==> config.mk <==
export PLATFORM = sky130hd
export DESIGN_NAME = pc_fetch_controller_flat
export DESIGN_NICKNAME = d
export VERILOG_FILES = /design/src/rtl/pc_fetch_controller_pkg.sv /design/src/rtl/pc_fetch_controller_if.sv /design/src/rtl/pc_fetch_controller_pc_next_mux.sv /design/src/rtl/pc_fetch_controller.sv /design/src/flat_wrapper.sv
export SDC_FILE = /design/constraint.sdc
export NUM_CORES = 1
export LEC_CHECK = 0
export ABC_AREA = 1
export CAP_MARGIN = 20
export CORE_UTILIZATION = 47
export DETAILED_ROUTE_END_ITERATION = 10
export GPL_TIMING_DRIVEN = 0
export PLACE_DENSITY_LB_ADDON = 0.12
export SLEW_MARGIN = 15
export SYNTH_ARGS = -nofsm -noshare
export SYNTH_HDL_FRONTEND = slang
export SYNTH_HIERARCHICAL = 1
export SYNTH_SLANG_ARGS = --single-unit
==> constraint.sdc <==
create_clock -name CLK -period 2.45 [get_ports CLK]
set_input_delay 0.3675 -clock CLK [delete_from_list [all_inputs] [get_ports CLK]]
set_output_delay 0.3675 -clock CLK [all_outputs]
set_load 0.005 [all_outputs]
==> src/rtl/pc_fetch_controller_pkg.sv <==
// Shared constants and types for the PC fetch controller: FSM state encoding,
// boot/trap vectors, PC increment and the next-PC source select.
package pc_fetch_controller_pkg;

   typedef enum logic [1:0] {
      BOOT       = 2'd0,
      RUN        = 2'd1,
      REDIR_WAIT = 2'd2
   } fetch_state_e;

   typedef enum logic [1:0] {
      SEL_SEQ   = 2'd0,
      SEL_REDIR = 2'd1,
      SEL_PEND  = 2'd2,
      SEL_RESET = 2'd3
   } pc_sel_e;

   localparam logic [31:0] RESET_VECTOR = 32'h0000_0000;
   localparam logic [31:0] TRAP_VECTOR  = 32'h0000_0100;
   localparam logic [31:0] PC_INCR      = 32'd4;
   localparam logic [15:0] STALL_MAX    = 16'hFFFF;

   function automatic logic is_misaligned(input logic [31:0] addr);
      return (addr[1:0] != 2'b00);
   endfunction

endpackage

==> src/rtl/pc_fetch_controller_if.sv <==
// Pipeline-side bundle of the fetch controller. master = pipeline/hazard side,
// slave = the controller itself.
interface pc_fetch_controller_if;
   logic [31:0] pc;
   logic        inst_busywait;
   logic        data_busywait;
   logic        load_use_stall;
   logic        redirect_valid;
   logic [31:0] redirect_target;
   logic [31:0] next_pc;
   logic        pc_hold;
   logic        if_id_hold;
   logic        if_id_flush;
   logic        id_ex_flush;
   logic [15:0] stall_count;
   logic        misalign_trap;

   modport master (
      output pc, inst_busywait, data_busywait, load_use_stall,
             redirect_valid, redirect_target,
      input  next_pc, pc_hold, if_id_hold, if_id_flush, id_ex_flush,
             stall_count, misalign_trap
   );

   modport slave (
      input  pc, inst_busywait, data_busywait, load_use_stall,
             redirect_valid, redirect_target,
      output next_pc, pc_hold, if_id_hold, if_id_flush, id_ex_flush,
             stall_count, misalign_trap
   );
endinterface

==> src/rtl/pc_fetch_controller_pc_next_mux.sv <==
// Next-PC source select: pc+4, live redirect, latched redirect or boot vector.
// With PC_MISALIGN_TRAP_EN defined, misaligned redirect targets map to TRAP_VECTOR.
module pc_next_mux
   import pc_fetch_controller_pkg::*;
(
   input  pc_sel_e     sel,
   input  logic [31:0] pc,
   input  logic [31:0] redirect_target,
   input  logic [31:0] pend_target,
   output logic [31:0] next_pc,
   output logic        trap_hit
);

   // Source select, then optional misaligned-target substitution.
   always_comb begin
      next_pc  = RESET_VECTOR;
      trap_hit = 1'b0;
      case (sel)
         SEL_SEQ:   next_pc = pc + PC_INCR;
         SEL_REDIR: next_pc = redirect_target;
         SEL_PEND:  next_pc = pend_target;
         SEL_RESET: next_pc = RESET_VECTOR;
         default:   next_pc = RESET_VECTOR;
      endcase
`ifdef PC_MISALIGN_TRAP_EN
      if (((sel == SEL_REDIR) || (sel == SEL_PEND)) && is_misaligned(next_pc)) begin
         next_pc  = TRAP_VECTOR;
         trap_hit = 1'b1;
      end else begin
         trap_hit = 1'b0;
      end
`endif
   end

endmodule

==> src/rtl/pc_fetch_controller.sv <==
// PC sequencing and IF/ID, ID/EX hold/flush control; latches redirects that
// arrive under memory busywait. Optional misaligned trap: PC_MISALIGN_TRAP_EN.
module pc_fetch_controller
   import pc_fetch_controller_pkg::*;
(
   input  logic                  CLK,
   input  logic                  RESET,
   pc_fetch_controller_if.slave  bus
);

   fetch_state_e state_q, state_d;
   logic [31:0]  pend_target_q, pend_target_d;
   logic [15:0]  stall_count_q, stall_count_d;

   pc_sel_e      sel;
   logic         busy;
   logic         pc_hold;
   logic         if_id_hold;
   logic         if_id_flush;
   logic         id_ex_flush;
   logic         count_en;
   logic         trap_hit;
   logic [31:0]  mux_next_pc;

   assign busy = bus.inst_busywait | bus.data_busywait;

   // Next-state and pipeline control; RESET overrides everything combinationally.
   always_comb begin
      state_d       = state_q;
      pend_target_d = pend_target_q;
      sel           = SEL_SEQ;
      pc_hold       = 1'b0;
      if_id_hold    = 1'b0;
      if_id_flush   = 1'b0;
      id_ex_flush   = 1'b0;
      count_en      = 1'b0;
      if (RESET) begin
         sel         = SEL_RESET;
         pc_hold     = 1'b1;
         if_id_flush = 1'b1;
         id_ex_flush = 1'b1;
      end else begin
         case (state_q)
            BOOT: begin
               sel         = SEL_RESET;
               if_id_flush = 1'b1;
               id_ex_flush = 1'b1;
               state_d     = RUN;
            end
            RUN: begin
               if (bus.redirect_valid && !busy) begin
                  sel         = SEL_REDIR;
                  if_id_flush = 1'b1;
                  id_ex_flush = 1'b1;
               end else if (bus.redirect_valid) begin
                  pend_target_d = bus.redirect_target;
                  pc_hold       = 1'b1;
                  if_id_hold    = 1'b1;
                  count_en      = 1'b1;
                  state_d       = REDIR_WAIT;
               end else if (busy) begin
                  pc_hold    = 1'b1;
                  if_id_hold = 1'b1;
                  count_en   = 1'b1;
               end else if (bus.load_use_stall) begin
                  pc_hold     = 1'b1;
                  if_id_hold  = 1'b1;
                  id_ex_flush = 1'b1;
                  count_en    = 1'b1;
               end else begin
                  sel = SEL_SEQ;
               end
            end
            REDIR_WAIT: begin
               // New redirects/stalls are ignored: the younger instructions die in the flush.
               sel = SEL_PEND;
               if (busy) begin
                  pc_hold    = 1'b1;
                  if_id_hold = 1'b1;
                  count_en   = 1'b1;
               end else begin
                  if_id_flush = 1'b1;
                  id_ex_flush = 1'b1;
                  state_d     = RUN;
               end
            end
            default: begin
               sel         = SEL_RESET;
               if_id_flush = 1'b1;
               id_ex_flush = 1'b1;
               state_d     = BOOT;
            end
         endcase
      end
   end

   // Saturating count of held cycles.
   always_comb begin
      stall_count_d = stall_count_q;
      if (count_en && (stall_count_q != STALL_MAX)) begin
         stall_count_d = stall_count_q + 16'd1;
      end else begin
         stall_count_d = stall_count_q;
      end
   end

   // State, latched redirect target and stall counter.
   always_ff @(posedge CLK) begin
      if (RESET) begin
         state_q       <= BOOT;
         pend_target_q <= 32'h0000_0000;
         stall_count_q <= 16'd0;
      end else begin
         state_q       <= state_d;
         pend_target_q <= pend_target_d;
         stall_count_q <= stall_count_d;
      end
   end

   pc_next_mux u_pc_next_mux (
      .sel             (sel),
      .pc              (bus.pc),
      .redirect_target (bus.redirect_target),
      .pend_target     (pend_target_q),
      .next_pc         (mux_next_pc),
      .trap_hit        (trap_hit)
   );

   assign bus.next_pc       = mux_next_pc;
   assign bus.pc_hold       = pc_hold;
   assign bus.if_id_hold    = if_id_hold;
   assign bus.if_id_flush   = if_id_flush;
   assign bus.id_ex_flush   = id_ex_flush;
   assign bus.stall_count   = stall_count_q;
   // The trap only fires on the cycle the redirect is actually taken.
   assign bus.misalign_trap = trap_hit & ~pc_hold;

endmodule

==> src/flat_wrapper.sv <==
// flat-port wrapper written by rule: the top's interface ports become plain ports
module pc_fetch_controller_flat import pc_fetch_controller_pkg::*;
  (CLK, RESET, bus_pc, bus_inst_busywait, bus_data_busywait, bus_load_use_stall, bus_redirect_valid, bus_redirect_target, bus_next_pc, bus_pc_hold, bus_if_id_hold, bus_if_id_flush, bus_id_ex_flush, bus_stall_count, bus_misalign_trap);
  pc_fetch_controller_if bus_i ();
  input  logic CLK;
  input  logic RESET;
  input wire logic [$bits(bus_i.pc)-1:0] bus_pc;
  input wire logic [$bits(bus_i.inst_busywait)-1:0] bus_inst_busywait;
  input wire logic [$bits(bus_i.data_busywait)-1:0] bus_data_busywait;
  input wire logic [$bits(bus_i.load_use_stall)-1:0] bus_load_use_stall;
  input wire logic [$bits(bus_i.redirect_valid)-1:0] bus_redirect_valid;
  input wire logic [$bits(bus_i.redirect_target)-1:0] bus_redirect_target;
  output wire logic [$bits(bus_i.next_pc)-1:0] bus_next_pc;
  output wire logic [$bits(bus_i.pc_hold)-1:0] bus_pc_hold;
  output wire logic [$bits(bus_i.if_id_hold)-1:0] bus_if_id_hold;
  output wire logic [$bits(bus_i.if_id_flush)-1:0] bus_if_id_flush;
  output wire logic [$bits(bus_i.id_ex_flush)-1:0] bus_id_ex_flush;
  output wire logic [$bits(bus_i.stall_count)-1:0] bus_stall_count;
  output wire logic [$bits(bus_i.misalign_trap)-1:0] bus_misalign_trap;
  assign bus_i.pc = bus_pc;
  assign bus_i.inst_busywait = bus_inst_busywait;
  assign bus_i.data_busywait = bus_data_busywait;
  assign bus_i.load_use_stall = bus_load_use_stall;
  assign bus_i.redirect_valid = bus_redirect_valid;
  assign bus_i.redirect_target = bus_redirect_target;
  assign bus_next_pc = bus_i.next_pc;
  assign bus_pc_hold = bus_i.pc_hold;
  assign bus_if_id_hold = bus_i.if_id_hold;
  assign bus_if_id_flush = bus_i.if_id_flush;
  assign bus_id_ex_flush = bus_i.id_ex_flush;
  assign bus_stall_count = bus_i.stall_count;
  assign bus_misalign_trap = bus_i.misalign_trap;
  pc_fetch_controller u_core (.CLK(CLK), .RESET(RESET), .bus(bus_i));
endmodule
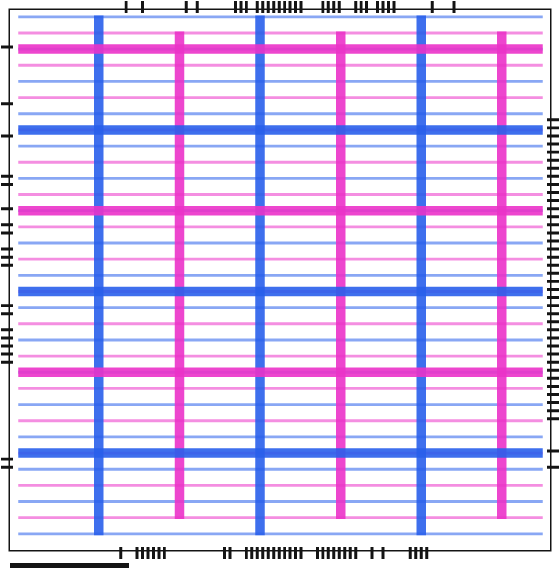
floorplan.png
Scale bar: 20 µm. Pins as bars on the die edge.
[blue] VSS
[magenta] VDD
met4 straps: 6
rows: 32
met5 straps: 6
met1 rails: 33
signal pins: 123

==> impl_metrics.json <==
{
  "post-route-worst-setup-slack_ns": -0.118,
  "cts_hold_buffers": 0,
  "clock_skew_ns": 0.00676,
  "avgRoutedWirePerCell_um": 14.6,
  "top_cell": "nand2_1",
  "regArea_um2": 1010,
  "floorplan.die_area_um2": 8260,
  "globalRoute.busiestLayer": "met2",
  "synth_flops": 50,
  "design.final.nets": 872,
  "dr_total_vias": 4713,
  "ios": 123,
  "timing.critical_path.slowest_cell_delay_ns": 0.38,
  "wire_length_of_the_first_global_routing_pass_mm": 20.3,
  "worst_ep_required_time_ns": 2.08,
  "clock_latency_ns": 0.31,
  "grt.overflow.total": 0,
  "floorplan.initialDensity_pct": 48.3,
  "synth_stat.cells": 630,
  "leakage_nw": 2.52,
  "drv.max_cap_violation_count": 0,
  "logic_area_um2": 2520,
  "wirelength_mm": 13.1,
  "timing_worst_setup_path_type": "register to output pin",
  "gp_congestion": 0.878,
  "pre_cts_slack_ns": -0.934,
  "hold_path_class": "register to register",
  "clkTransAtPathRegs_ns": 0.09,
  "vdd_ir_drop_max_uv": 309,
  "fillers": 596,
  "vias_in_the_first_global_route": 4412,
  "groute.layer.met1.usage_pct": 34.5,
  "crit_path_top_delay_cell": "dfxtp_4",
  "grt_use_total_pct": 30.2,
  "dpl.cell_count": 853,
  "syn-instance-count": 630,
  "final-instance-count-excl-fill": 898,
  "pin_count_of_the_biggest_net_entering_global_routing": 16,
  "worst_r2r_path_depth": 14,
  "violations": "negative setup slack",
  "dominant_cell_type_by_count_on_the_critical_path": "buf_6",
  "cts_tree": "done",
  "global_route.usage.met2_pct": 56.0,
  "synthDistinctLibCells": 31,
  "synth_sequential_area_ratio_pct": 26.9,
  "rows": 32,
  "grt_use_met3_pct": 5.56,
  "diodes": 0,
  "yosysWarnings": 6,
  "crit_family": "buffers and inverters",
  "postLayoutCoreUtil_pct": 74.3,
  "fin_total_pwr_mw": 2.58,
  "critical_path_peak_fanout": 5,
  "max_slew_margin_pct": 59.3,
  "timing.fmax_mhz": 389,
  "firstDrtPassIters": 6,
  "grt_setup_unrepaired": "true",
  "top_area_cell": "dfxtp_1",
  "route.detailed.vias_per_inst": 5.25,
  "synth_chip_area_um2": 3710,
  "synth_area_per_cell_um2": 5.90,
  "clock_sink_count": 50,
  "timing.critical_path.arrival_ns": 2.20,
  "finalCritPeriodShare_pct": 105,
  "cts-root-to-sink-buffers": 2,
  "hold_ws_ns": 0.471,
  "final-setup-viol-count": 18,
  "timing.critical_path.cells": "buf_12, ha_4, inv_2, nand2_2, nand3_2, inv_4, nor2_4, buf_12, buf_6, buf_6, buf_6, a22o_1, inv_1, nand2_1, buf_2",
  "drt_iter0_markers": 313,
  "netlist.area_leader.share_pct": 26.9,
  "synth-edff-count": 0,
  "antenna_violations_before_repair": 0,
  "report.final.slew_viol_count": 0,
  "critical_path_cell_count": 15,
  "die_x_um": 90.9,
  "area_delta_synth_final_pct": 53.7,
  "crit_buf_inv": 9,
  "run_status": "finished, violations left",
  "post_synth_most_frequent_cells": "nand2_1 (253), inv_1 (65), nor2_1 (61), a21oi_1 (52), dfxtp_1 (50)",
  "number_of_port_buffers": 121,
  "hpwl_mm": 8.66,
  "worst_setup_path_start_kind": "register",
  "cts-root-buf": "clkbuf_8",
  "net_count_entering_floorplan": 707,
  "tritoncts.num_buffers": 5,
  "hold_violations": 0,
  "ys_dominant_reg_cell": "dfxtp_1",
  "worst-slew-pin-transition_ns": 0.610,
  "core_um2": 7690,
  "htree_num_levels": 2,
  "hold-path-cell-count": 2,
  "tool_warnings": 32,
  "synthesis.area_um2": 3710,
  "critical_path.endpoint_type": "output pin",
  "final.min_clock_period_ns": 2.57,
  "pwr_density_cell_nw_per_um2": 452,
  "layout-drive-gt1-share_pct": 20.9,
  "proportion_of_register_bits_with_asynchronous_set_or_reset_after_synthesis_pct": 0,
  "detail-route-antenna-nets": 0,
  "netlist_top_cells_area": "dfxtp_1 (27%), nand2_1 (26%), a21oi_1 (7.0%)",
  "floorplan.die.height_um": 90.9,
  "route.detailed.drc": 0
}
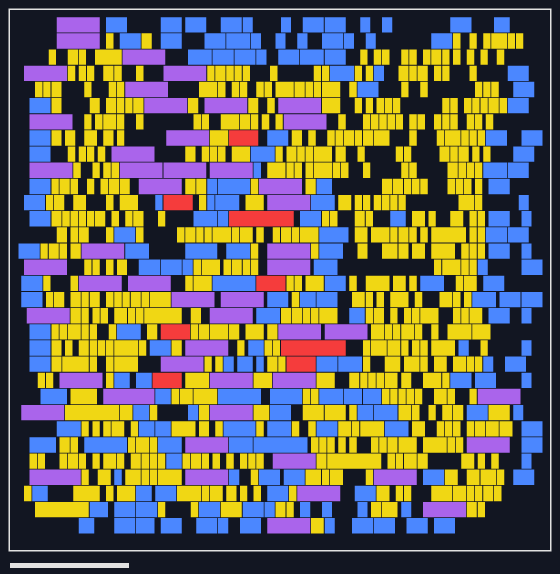
class_map.png
Scale bar: 20 µm.
[blue] remaining buffers and delay cells | cells: 181 | share of their area: 30%
[yellow] remaining logic cells | cells: 557 | share of their area: 50%
[purple] registers | cells: 50 | share of their area: 18%
[red] clock drivers and dummy loads | cells: 8 | share of their area: 2.6%

## through the flow
step / area, µm² / setup TNS, ns
6_report: 5710 / -0.759
5_1_grt: 5710 / -3.00
4_1_cts: 5600 / -0.358
3_3_place_gp: 5050 / -24.24
2_1_floorplan: 3710 / 0
3_5_place_dp: 5050 / -23.58
## state kept, by name, indices dropped and copies added (netlist names)
signal and cells:
u_core/state_q 2, u_core/pend_target_q 32, u_core/bus.stall_count 16
## routing by layer
layer | share of wire, % | wire length [µm]
met5 | 0 | 0
met4 | 2.2 | 294
met3 | 7.7 | 1010
met2 | 50 | 6600
met1 | 40 | 5190
## worst min-delay path, stage by stage (launching register included)
cell and delay (ns):
dfxtp_1 0.32, nand2_1 0.06, a21oi_1 0.05
## report_power, final
group / switching [mW] / total (mW) / leakage, nW / internal, mW
sequential: 0.0279 / 0.882 / 0.406 / 0.854
clock: 0.290 / 0.726 / 0.0714 / 0.436
combinational: 0.471 / 0.975 / 2.04 / 0.504
total: 0.789 / 2.58 / 2.52 / 1.79
## worst paths after layout
kind / from / end / slack, ns
worst min-delay path: u_core/pend_target_q[21] / u_core/pend_target_q[21] / 0.47
worst max register to register: u_core/state_q[0] / u_core/bus.stall_count[4] / 0.53
worst max-delay path: u_core/state_q[0] / bus_next_pc[29] / -0.12
worst min register to register: u_core/pend_target_q[21] / u_core/pend_target_q[21] / 0.47
## timing repair
action                     in CTS  in global routing
cloned                          4                  0
gates resized                 165                 67
pin swaps                      13                 22
setup endpoints to repair      33                 34
setup buffers                  29                  5
## cell type report
type | instances | area share (%)
multi-input combinational | 492 | 44.1
timing repair buffer | 159 | 25.6
sequential | 50 | 17.7
inverter | 65 | 4.45
buffer | 22 | 3.44
tap | 102 | 2.24
clock buffer | 6 | 1.45
clock inverter | 2 | 1.05
## kinds of logic after synthesis
| group | Yosys count | share of synthesized area [%] |
|---|---|---|
| AOI/OAI and AO/OA | 91 | 15.1 |
| xor gates and xnor gates | 8 | 1.89 |
| adders and majority gates | 7 | 2.36 |
| buffers and inverters | 88 | 10.0 |
| DFF | 50 | 26.9 |
| other | 1 | 0.101 |
| and+or+nand+nor | 385 | 43.6 |
## placed cells by master (no fill, tap or decap), types with 22 or more instances in the layout
| cell type | n |
|---|---|
| nand2_1 | 233 |
| clkdlybuf4s50_1 | 83 |
| nor2_1 | 56 |
| inv_1 | 54 |
| a21oi_1 | 52 |
| dfxtp_1 | 48 |
| nand3_1 | 31 |
| buf_2 | 26 |
| buf_6 | 25 |
| nand2_2 | 22 |
No activity file was given, so power comes from the tool's default toggle rates.
